Figure 1. The clock network (run 1).
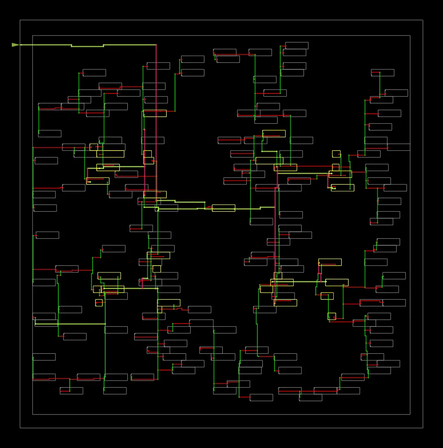
Figure 2. Signal metal coverage by tile (run 1).
32 x 33 tiles, from white (low) to dark blue (high), scaled to the fullest tile. Values are wire area over tile area, all layers added.
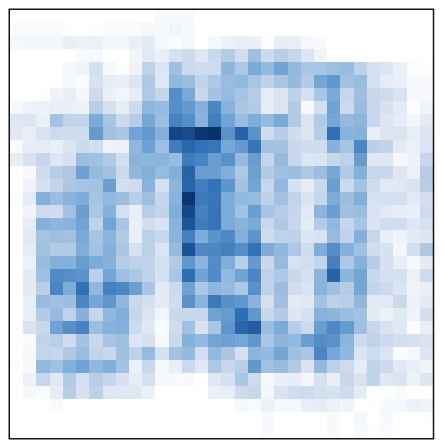
Figure 3. Gate families picked out (run 1).
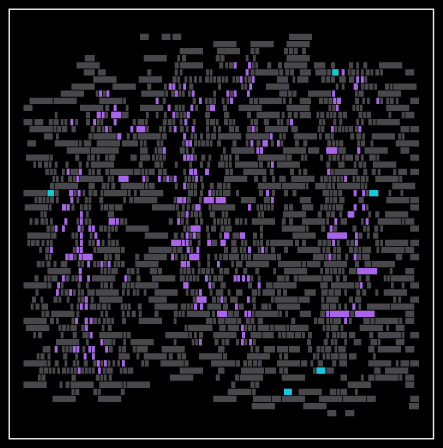
===== src/rtl/slow_clock_pkg.sv =====
// Shared types and constants for the slow-clock monitor: FSM states and fault codes.
package slow_clock_pkg;

  typedef enum logic [2:0] {
    IDLE,
    ACQUIRE,
    TRACK,
    LOCKED,
    FAULT
  } state_t;

  localparam logic [1:0] FAULT_NONE  = 2'b00;
  localparam logic [1:0] FAULT_STALL = 2'b01;
  localparam logic [1:0] FAULT_FAST  = 2'b10;

endpackage


===== src/rtl/sync_edge_detect.sv =====
// Two-flop synchroniser plus history flop; registered rise/fall pulses, masked for the
// first three cycles after reset release so power-up levels never look like edges.
module sync_edge_detect (
  input  logic clk,
  input  logic rst_n,
  input  logic din,
  output logic rise,
  output logic fall
);

  logic       sync_1;
  logic       sync_2;
  logic       hist;
  logic [1:0] mask_cnt;
  logic       armed;

  assign armed = (mask_cnt == 2'd3);

  // NOTE: sequential state uses non-blocking assignments and an async active-low clear.
  always_ff @(posedge clk or negedge rst_n) begin
    if (!rst_n) begin
      sync_1   <= 1'b0;
      sync_2   <= 1'b0;
      hist     <= 1'b0;
      mask_cnt <= 2'd0;
      rise     <= 1'b0;
      fall     <= 1'b0;
    end else begin
      sync_1 <= din;
      sync_2 <= sync_1;
      hist   <= sync_2;
      if (!armed) mask_cnt <= mask_cnt + 2'd1;
      rise <= armed &  sync_2 & ~hist;
      fall <= armed & ~sync_2 &  hist;
    end
  end

endmodule


===== src/rtl/slow_clock_monitor.sv =====
// Measures each half-period of the divided slow clock, checks it against the expected
// ratio, and reports ticks, full period, lock and sticky fault status.
module slow_clock_monitor
  import slow_clock_pkg::*;
#(
  parameter int HALF_PERIOD = 6,
  parameter int TOL         = 1,
  parameter int LOCK_COUNT  = 4,
  parameter int CNT_W       = 32
) (
  input  logic             clkIn,
  input  logic             reset,
  input  logic             slowIn,
  input  logic             enable,
  output logic             tickRise,
  output logic             tickFall,
  output logic [CNT_W-1:0] period,
  output logic             periodValid,
  output logic             locked,
  output logic             fault,
  output logic [1:0]       faultCode
);

  localparam logic [CNT_W:0]   M_LO     = (CNT_W+1)'(HALF_PERIOD - TOL);
  localparam logic [CNT_W:0]   M_HI     = (CNT_W+1)'(HALF_PERIOD + TOL);
  localparam logic [CNT_W-1:0] STALL_AT = CNT_W'(HALF_PERIOD + TOL);
  localparam logic [CNT_W-1:0] LOCK_AT  = CNT_W'(LOCK_COUNT);

  state_t           state;
  state_t           next_state;
  logic             rise;
  logic             fall;
  logic             any_edge;
  logic             active;
  logic             checking;
  logic [CNT_W-1:0] half_cnt;
  logic [CNT_W-1:0] good_cnt;
  logic [CNT_W-1:0] m_fall;
  logic             fall_valid;
  logic [CNT_W:0]   m;
  logic             m_good;
  logic             stall;
  logic             bad_edge;

  sync_edge_detect u_sync (
    .clk  (clkIn),
    .rst_n(reset),
    .din  (slowIn),
    .rise (rise),
    .fall (fall)
  );

  // Dropping enable overrides everything in the same cycle, including a coincident edge.
  assign active   = enable && (state != IDLE);
  assign checking = enable && (state == TRACK || state == LOCKED);
  assign any_edge = rise || fall;
  assign m        = {1'b0, half_cnt} + 1'b1;
  assign m_good   = (m >= M_LO) && (m <= M_HI);
  assign stall    = checking && !any_edge && (half_cnt == STALL_AT);
  assign bad_edge = checking && any_edge && !m_good;

  always_ff @(posedge clkIn or negedge reset) begin
    if (!reset) state <= IDLE;
    else        state <= next_state;
  end

  // NOTE: every combinational output gets a default first, so no latch can be inferred.
  always_comb begin
    next_state = state;
    if (!enable) begin
      next_state = IDLE;
    end else begin
      unique case (state)
        IDLE:    next_state = ACQUIRE;
        ACQUIRE: if (any_edge) next_state = TRACK;
        TRACK: begin
          if (bad_edge || stall)                             next_state = FAULT;
          else if (any_edge && (good_cnt + 1'b1 == LOCK_AT)) next_state = LOCKED;
        end
        LOCKED:  if (bad_edge || stall) next_state = FAULT;
        FAULT:   next_state = FAULT;
        default: next_state = IDLE;
      endcase
    end
  end

  always_comb begin
    tickRise = active && rise;
    tickFall = active && fall;
    locked   = (state == LOCKED);
    fault    = (state == FAULT);
  end

  always_ff @(posedge clkIn or negedge reset) begin
    if (!reset) begin
      faultCode <= FAULT_NONE;
    end else if (next_state == IDLE) begin
      faultCode <= FAULT_NONE;
    end else if (state != FAULT && next_state == FAULT) begin
      // An edge arriving exactly at the timeout is judged by its measured length.
      faultCode <= (bad_edge && m < M_LO) ? FAULT_FAST : FAULT_STALL;
    end
  end

  always_ff @(posedge clkIn or negedge reset) begin
    if (!reset) begin
      half_cnt    <= '0;
      good_cnt    <= '0;
      m_fall      <= '0;
      fall_valid  <= 1'b0;
      period      <= '0;
      periodValid <= 1'b0;
    end else if (!active) begin
      half_cnt    <= '0;
      good_cnt    <= '0;
      m_fall      <= '0;
      fall_valid  <= 1'b0;
      period      <= '0;
      periodValid <= 1'b0;
    end else begin
      if (any_edge)            half_cnt <= '0;
      else if (half_cnt != '1) half_cnt <= half_cnt + 1'b1;
      if (state == TRACK && any_edge && m_good) good_cnt <= good_cnt + 1'b1;
      if (checking && fall) begin
        m_fall     <= m[CNT_W-1:0];
        fall_valid <= 1'b1;
      end
      periodValid <= checking && rise && fall_valid;
      if (checking && rise && fall_valid) period <= m_fall + m[CNT_W-1:0];
    end
  end

endmodule

===== config.mk =====
export PLATFORM = sky130hd
export DESIGN_NAME = slow_clock_monitor
export DESIGN_NICKNAME = d
export VERILOG_FILES = /design/src/rtl/slow_clock_pkg.sv /design/src/rtl/sync_edge_detect.sv /design/src/rtl/slow_clock_monitor.sv
export SDC_FILE = /design/constraint.sdc
export NUM_CORES = 1
export LEC_CHECK = 0
export ABC_AREA = 1
export CAP_MARGIN = 20
export CORE_AREA = 5 5 157 159
export DETAILED_ROUTE_END_ITERATION = 8
export DIE_AREA = 0 0 162 164
export GPL_ROUTABILITY_DRIVEN = 0
export SYNTH_ARGS = -nofsm -noshare
export SYNTH_HDL_FRONTEND = slang
export SYNTH_SLANG_ARGS = --single-unit

===== constraint.sdc =====
create_clock -name clkIn -period 3.5 [get_ports clkIn]
set_clock_uncertainty 0.05 [all_clocks]
set_input_delay 0.525 -clock clkIn [delete_from_list [all_inputs] [get_ports clkIn]]
set_output_delay 0.525 -clock clkIn [all_outputs]
set_load 0.01 [all_outputs]

==> flow_summary.rst, run 1 <==
Physical design figures
=======================

.. list-table::
   :header-rows: 1

   * - Metric
     - Value
   * - Wire length on met2
     - 14.4 mm
   * - Per-instance average area after synthesis
     - 6.68 sq um
   * - Register cell area after layout
     - 3560 sq um
   * - Placed cells
     - 1781
   * - Launch point of the critical path
     - half_cnt[1]
   * - YS chip area
     - 9710 sq um
   * - Internal power contribution
     - 0.00283 W
   * - Number of nets in the synthesized netlist
     - 1494
   * - Instance area after placement
     - 10600 sq um
   * - Grt met1 use
     - 0.289
   * - Die y size
     - 164 um
   * - Post-layout instance area
     - 11400 sq um
   * - Logic power comb
     - 0.000263 W
   * - Largest area contributor in the synthesized netlist
     - sky130_fd_sc_hd__dfrtp_1
   * - GR peak layer
     - met2
   * - Multi-input comb cells
     - 1122
   * - Hold bufs inserted after CTS
     - 1
   * - Tap cells
     - 290
   * - Xor/xnor share
     - 0.0189
   * - Resized Gates After CTS
     - 1
   * - Final hold violations
     - 0
   * - Final ANT Viol Nets
     - 0
   * - GR met3 Demand/Resource
     - 0.0281
   * - Simple-Gate Fraction of Synth Area
     - 0.384
   * - Final wirelength
     - 29.9 mm
   * - Mux area share
     - 0.00116
   * - Max Freq
     - 301 MHz
   * - Core region area
     - 23100 sq um
   * - Adder-Cell Fraction of Synth Area
     - 0.0472
   * - Top cell types by occurrence after synthesis
     - sky130_fd_sc_hd__nand2_1, sky130_fd_sc_hd__nor2_1, sky130_fd_sc_hd__nand3_1
   * - Filler Cell Count
     - 2332
   * - Final setup TNS
     - 0 ns
   * - Power drawn by the sequential cells
     - 0.00167 W
   * - Top cells by area, synth
     - sky130_fd_sc_hd__dfrtp_1, sky130_fd_sc_hd__nand2_1, sky130_fd_sc_hd__nand3_1
   * - Buffers, non-clock
     - 74
   * - Worst Setup End Kind
     - register
   * - Dpl ws
     - 0.0190 ns
   * - # nets final
     - 1559
   * - Detail Route met3 WL
     - 1.53 mm
   * - Proportion of cell area spent on the clock network
     - 0.0530
   * - Remaining design rule violation count
     - 0
   * - Max_slew headroom
     - 0.540
   * - Post-synth EDFFs
     - 0
   * - Required arrival time at the worst endpoint
     - 3.76 ns
   * - Wire length of the first global-routing pass
     - 47.6 mm
   * - TritonCTS clock tree
     - done
   * - Family with the most delay on the worst path
     - simple AND/OR/NAND/NOR gates
   * - Number of global-route vias before repair
     - 9189
   * - Synth flops
     - 142
   * - MaxCap Viol Count
     - 0
   * - Main kind of combinational logic by area
     - simple AND/OR/NAND/NOR gates
   * - Core occupancy in the finished layout
     - 0.494
   * - Crit share post-route
     - 0.948
   * - Critical Path Fanout Max
     - 5
   * - RSZ-0062 raised after global routing
     - yes
   * - Yosys Warn Count
     - 0
   * - Wire length on met1
     - 13.0 mm
   * - Total area of multi-input combinational cells
     - 5610 sq um
   * - Level count of the clock H-tree
     - 4
   * - Fraction of power consumed by combinational cells
     - 0.069
   * - Slew of the pin with the lowest slew margin
     - 0.690 ns
   * - Data arrival time of the critical path
     - 3.58 ns
   * - Length in cells of the worst reg-to-reg path
     - 16
   * - Full die area
     - 26600 sq um
   * - Met2 demand-to-capacity share in global routing
     - 0.387
   * - Most instantiated logic cell after routing
     - sky130_fd_sc_hd__nand2_1
   * - Max-area cell share
     - 0.366
   * - Capturing point of the worst reg2reg path
     - period[17]
   * - Final Hold Slack
     - 0.309 ns
   * - Switching part of the total power
     - 0.258
   * - Hold crit path type
     - register to register
   * - Post-synthesis cell count
     - 1454
   * - Ao+oa area frac
     - 0.106
   * - Main power-consuming group
     - the clock network
   * - Post-synthesis sequential area ratio
     - 0.366
   * - Sequential share of power
     - 0.438
   * - Init Core Util
     - 0.420
   * - Non-clock inverter total of the final layout
     - 162
   * - Number of detailed-routing iterations run before antenna repair
     - 5
   * - Clock power share
     - 0.493
   * - Pin count of the biggest net entering global routing
     - 70
   * - End point of the critical path
     - period[17]
   * - Most used cells in the layout excluding fill and tap cells
     - sky130_fd_sc_hd__nand2_1, sky130_fd_sc_hd__nor2_1, sky130_fd_sc_hd__nand3_1, sky130_fd_sc_hd__inv_1, sky130_fd_sc_hd__dfrtp_1
   * - Post-route minimum period
     - 3.32 ns
   * - Ys flop type
     - sky130_fd_sc_hd__dfrtp_1
   * - Layout cell share with drive strength beyond 1
     - 0.0842
   * - Detailed Place HPWL
     - 22.7 mm
   * - Yosys Instances
     - 1454
   * - Proportion of cell area occupied by multi-input gates
     - 0.491
   * - Number of antenna violations at the first check in global routing
     - 0
   * - P_leak
     - 5.43 nW
   * - Outcome
     - completed
   * - Rows
     - 56
   * - Sequential share of cell area
     - 0.311
   * - Sum of overflow across all layers after global routing
     - 0
   * - Number of pins exceeding their max-slew limit in the final report
     - 0
   * - Port Buffer Count
     - 42
   * - Worst vdd rail ir drop
     - 0.277 mV
   * - First-iteration detailed-routing DRC count
     - 636
   * - Slowest stage cell, crit path
     - sky130_fd_sc_hd__dfrtp_1
   * - Classification of the worst setup path
     - register to register
   * - Maximum cell stage delay along the critical path
     - 0.40 ns
   * - Launching point of the worst reg2reg path
     - half_cnt[1]
   * - Number of warnings the tools reported
     - 30
   * - Buffer-and-inverter tally for the worst setup path
     - 1
   * - Sw power
     - 0.000984 W
   * - PD cells
     - 333 nW/um^2
   * - Worst setup SP type
     - register
   * - I/O pin count
     - 43
   * - Hold depth
     - 0
   * - Area of the mapped netlist
     - 9710 sq um
   * - Routed via count divided by cell count
     - 5.34
   * - Count leader, synth
     - sky130_fd_sc_hd__nand2_1
   * - Synthesis-to-layout area growth
     - 17.8%
   * - Final Total Pwr
     - 0.00381 W
   * - Post-layout worst setup margin
     - 0.182 ns
   * - Count of cell types in the netlist
     - 42
   * - Routed len/inst
     - 16.4 um
   * - Clock-pin slew on the worst setup and hold paths
     - 0.06 ns
   * - R2R setup slack
     - 0.18 ns
   * - Vias
     - 9732
   * - Final cell count without fillers
     - 1822
   * - Total inserted antenna cells
     - 0
   * - Number of CTS-inserted buffers
     - 17
   * - CTS root buf
     - sky130_fd_sc_hd__clkbuf_16
   * - Chain of cells forming the critical path
     - ha_2 > nand2_2 > nor2_4 > buf_4 > nand2_2 > nand2_1 > nand2_2 > ha_4 > nand2_1 > o21ai_0 > a21oi_2 > o21bai_1 > a21oi_1 > or2_2 > nand3_1 > nand2_1
   * - Number of cells on the critical path
     - 16
   * - Share of flip-flops with an asynchronous set or reset after synthesis
     - 1.00
   * - Data-path buffer share of cell area in the final layout
     - 0.0603
   * - Worst-case hold path end point
     - u_sync.sync_2
   * - Critical hold path startpoint
     - u_sync.sync_1
   * - Most area-hungry cell class in the final design
     - multi-input combinational cells
   * - Top routing layer in use
     - met4
   * - Post CTS Setup Buffer Count
     - 0
   * - Total Routing Usage GR
     - 0.225
   * - Maximum clock path buffer count
     - 2
   * - Count of endpoints failing setup in the final report
     - 0
   * - Horizontal die size
     - 162 um
About Figure 1:
clock sink count: 142
flop count: 142
clock buffers: 19
worst skew pair latency: 0.43 ns
power consumed by the clock network: 0.00188 W

About Figure 2:
- tiles over half the peak: 13%
- emptiest ninth of the die: north-west
- mean over tiles: 0.18
- fullest tile: 0.73

About Figure 3:
- purple: nor cells (cells 215; most used nor2_1)
- cyan: non-inverting ao/oa cells (cells 5)

Figure 4. I/O pins on the die edge (run 1).
Scale bar: 50 um. Pins as bars across the die edge, other pins in grey.
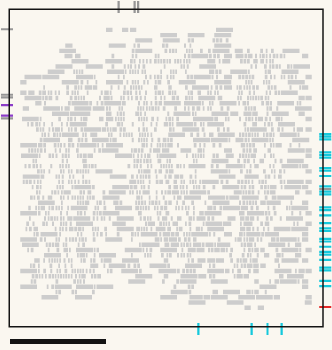

## Run 2: what changed since run 1
--- a/config.mk
+++ b/config.mk
@@ -7,9 +7,9 @@
 export LEC_CHECK = 0
 export ABC_AREA = 1
 export CAP_MARGIN = 20
-export CORE_AREA = 5 5 157 159
+export CORE_AREA = 5 5 189 191
 export DETAILED_ROUTE_END_ITERATION = 8
-export DIE_AREA = 0 0 162 164
+export DIE_AREA = 0 0 194 196
 export GPL_ROUTABILITY_DRIVEN = 0
 export SYNTH_ARGS = -nofsm -noshare
 export SYNTH_HDL_FRONTEND = slang
Figure 5. I/O pins on the die edge (run 2).
Scale bar: 50 um. Pins as bars across the die edge, other pins in grey.
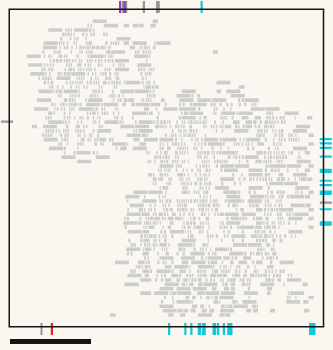
- red: reset (pins 1; direction input; edge south)
- cyan: period (pins 32; direction output; edge 18 south, 13 east, 1 north)
- purple: faultCode (pins 2; direction output; edge north)
Port Buffer Count: 42
die y size: 196 um
horizontal die size: 194 um

==> run 2 against run 1 <==
Compared with the run above:
- critical path type unchanged
- non-clock buffer count grew 3
- largest cell class unchanged
- critical endpoint is now period[26]
- clock power barely moved
- via count fell by 0.13%
- utilization is 15 points lower
- setup slack improved by 0.038 ns
- synthesized cell count unchanged
- die size grew 43%
==> flow_summary.rst, run 2 <==
Physical design figures
=======================

.. list-table::
   :header-rows: 1

   * - Metric
     - Value
   * - Main kind of combinational logic by area
     - simple AND/OR/NAND/NOR gates
   * - Per-instance average area after synthesis
     - 6.68 sq um
   * - Proportion of cell area spent on the clock network
     - 0.0514
   * - Vias
     - 9719
   * - Dpl ws
     - 0.0267 ns
   * - Instance area after placement
     - 10800 sq um
   * - Launch point of the critical path
     - half_cnt[11]
   * - Clock-pin slew on the worst setup and hold paths
     - 0.06 ns
   * - Remaining design rule violation count
     - 0
   * - Number of CTS-inserted buffers
     - 17
   * - Rows
     - 68
   * - Wire length on met1
     - 13.2 mm
   * - Number of detailed-routing iterations run before antenna repair
     - 5
   * - Top cell types by occurrence after synthesis
     - sky130_fd_sc_hd__nand2_1, sky130_fd_sc_hd__nor2_1, sky130_fd_sc_hd__nand3_1
   * - Synthesis-to-layout area growth
     - 18.9%
   * - Init Core Util
     - 0.286
   * - Flop count
     - 142
   * - Final setup TNS
     - 0 ns
   * - Non-clock inverter total of the final layout
     - 162
   * - Core region area
     - 33900 sq um
   * - Worst Setup End Kind
     - register
   * - Logic power comb
     - 0.000255 W
   * - Crit share post-route
     - 0.937
   * - Yosys Instances
     - 1454
   * - Wire length of the first global-routing pass
     - 49.0 mm
   * - Level count of the clock H-tree
     - 4
   * - Max_slew headroom
     - 0.437
   * - Hold bufs inserted after CTS
     - 0
   * - TritonCTS clock tree
     - done
   * - # nets final
     - 1561
   * - Wire length on met2
     - 13.9 mm
   * - Area of the mapped netlist
     - 9710 sq um
   * - Final Hold Slack
     - 0.0550 ns
   * - Ao+oa area frac
     - 0.106
   * - Family with the most delay on the worst path
     - simple AND/OR/NAND/NOR gates
   * - GR peak layer
     - met2
   * - Outcome
     - completed
   * - Critical Path Fanout Max
     - 4
   * - Top routing layer in use
     - met4
   * - Most used cells in the layout excluding fill and tap cells
     - sky130_fd_sc_hd__nand2_1, sky130_fd_sc_hd__nor2_1, sky130_fd_sc_hd__nand3_1, sky130_fd_sc_hd__inv_1, sky130_fd_sc_hd__dfrtp_1
   * - Buffers, non-clock
     - 77
   * - Register cell area after layout
     - 3550 sq um
   * - Routed via count divided by cell count
     - 4.89
   * - Number of antenna violations at the first check in global routing
     - 0
   * - CTS root buf
     - sky130_fd_sc_hd__clkbuf_16
   * - Pin count of the biggest net entering global routing
     - 73
   * - Final cell count without fillers
     - 1989
   * - Multi-input comb cells
     - 1121
   * - Internal power contribution
     - 0.00281 W
   * - Fraction of power consumed by combinational cells
     - 0.068
   * - Count of cell types in the netlist
     - 42
   * - Met2 demand-to-capacity share in global routing
     - 0.263
   * - Number of global-route vias before repair
     - 9563
   * - Largest area contributor in the synthesized netlist
     - sky130_fd_sc_hd__dfrtp_1
   * - First-iteration detailed-routing DRC count
     - 687
   * - Worst skew pair latency
     - 0.44 ns
   * - Sequential share of cell area
     - 0.308
   * - I/O pin count
     - 43
   * - Detail Route met3 WL
     - 1.33 mm
   * - MaxCap Viol Count
     - 0
   * - Placed cells
     - 1951
   * - Final wirelength
     - 29.8 mm
   * - Total inserted antenna cells
     - 0
   * - Sw power
     - 0.000964 W
   * - Detailed Place HPWL
     - 22.9 mm
   * - Capturing point of the worst reg2reg path
     - period[26]
   * - Count leader, synth
     - sky130_fd_sc_hd__nand2_1
   * - Final ANT Viol Nets
     - 0
   * - Full die area
     - 38000 sq um
   * - Number of pins exceeding their max-slew limit in the final report
     - 0
   * - Total area of multi-input combinational cells
     - 5520 sq um
   * - GR met3 Demand/Resource
     - 0.0328
   * - Length in cells of the worst reg-to-reg path
     - 20
   * - Chain of cells forming the critical path
     - nand2_1 > nor2_1 > nand2_1 > nor2_2 > nand2_1 > nand2_1 > ha_1 > a21oi_1 > o21ai_0 > a21oi_1 > nand3_1 > nand2_1 > nand2_1 > nand2_1 > nand2_1 > nand2_1 > nand2_1 > nand2_1 > nand2_1 > o21ai_1
   * - PD cells
     - 327 nW/um^2
   * - Clock buffers
     - 20
   * - Slew of the pin with the lowest slew margin
     - 0.844 ns
   * - Xor/xnor share
     - 0.0189
   * - Routed len/inst
     - 15.0 um
   * - Tap cells
     - 455
   * - Maximum clock path buffer count
     - 2
   * - Layout cell share with drive strength beyond 1
     - 0.0828
   * - Buffer-and-inverter tally for the worst setup path
     - 0
   * - Data arrival time of the critical path
     - 3.59 ns
   * - Slowest stage cell, crit path
     - sky130_fd_sc_hd__dfrtp_1
   * - Post-route minimum period
     - 3.28 ns
   * - Number of warnings the tools reported
     - 29
   * - YS chip area
     - 9710 sq um
   * - Max-area cell share
     - 0.366
   * - Adder-Cell Fraction of Synth Area
     - 0.0472
   * - P_leak
     - 5.38 nW
   * - Main power-consuming group
     - the clock network
   * - Share of flip-flops with an asynchronous set or reset after synthesis
     - 1.00
   * - End point of the critical path
     - period[26]
   * - Data-path buffer share of cell area in the final layout
     - 0.0604
   * - Final hold violations
     - 0
   * - Classification of the worst setup path
     - register to register
   * - Number of cells on the critical path
     - 20
   * - Switching part of the total power
     - 0.256
   * - Post-synthesis sequential area ratio
     - 0.366
   * - Power consumed by the clock network
     - 0.00185 W
   * - Most instantiated logic cell after routing
     - sky130_fd_sc_hd__nand2_1
   * - Post-layout worst setup margin
     - 0.220 ns
   * - Resized Gates After CTS
     - 0
   * - Top cells by area, synth
     - sky130_fd_sc_hd__dfrtp_1, sky130_fd_sc_hd__nand2_1, sky130_fd_sc_hd__nand3_1
   * - Post-layout instance area
     - 11500 sq um
   * - Max Freq
     - 305 MHz
   * - Grt met1 use
     - 0.196
   * - Total Routing Usage GR
     - 0.158
   * - Ys flop type
     - sky130_fd_sc_hd__dfrtp_1
   * - Count of endpoints failing setup in the final report
     - 0
   * - Mux area share
     - 0.00116
   * - Clock sink count
     - 142
   * - Yosys Warn Count
     - 0
   * - Sum of overflow across all layers after global routing
     - 0
   * - Number of nets in the synthesized netlist
     - 1494
   * - Post CTS Setup Buffer Count
     - 0
   * - Final Total Pwr
     - 0.00377 W
   * - Hold crit path type
     - primary input to asynchronous set/reset pin
   * - Worst setup SP type
     - register
   * - Required arrival time at the worst endpoint
     - 3.81 ns
   * - Power drawn by the sequential cells
     - 0.00167 W
   * - Sequential share of power
     - 0.442
   * - Launching point of the worst reg2reg path
     - half_cnt[11]
   * - Maximum cell stage delay along the critical path
     - 0.42 ns
   * - Post-synth EDFFs
     - 0
Power figures rest on the tool's default switching activity, not on a simulated workload.
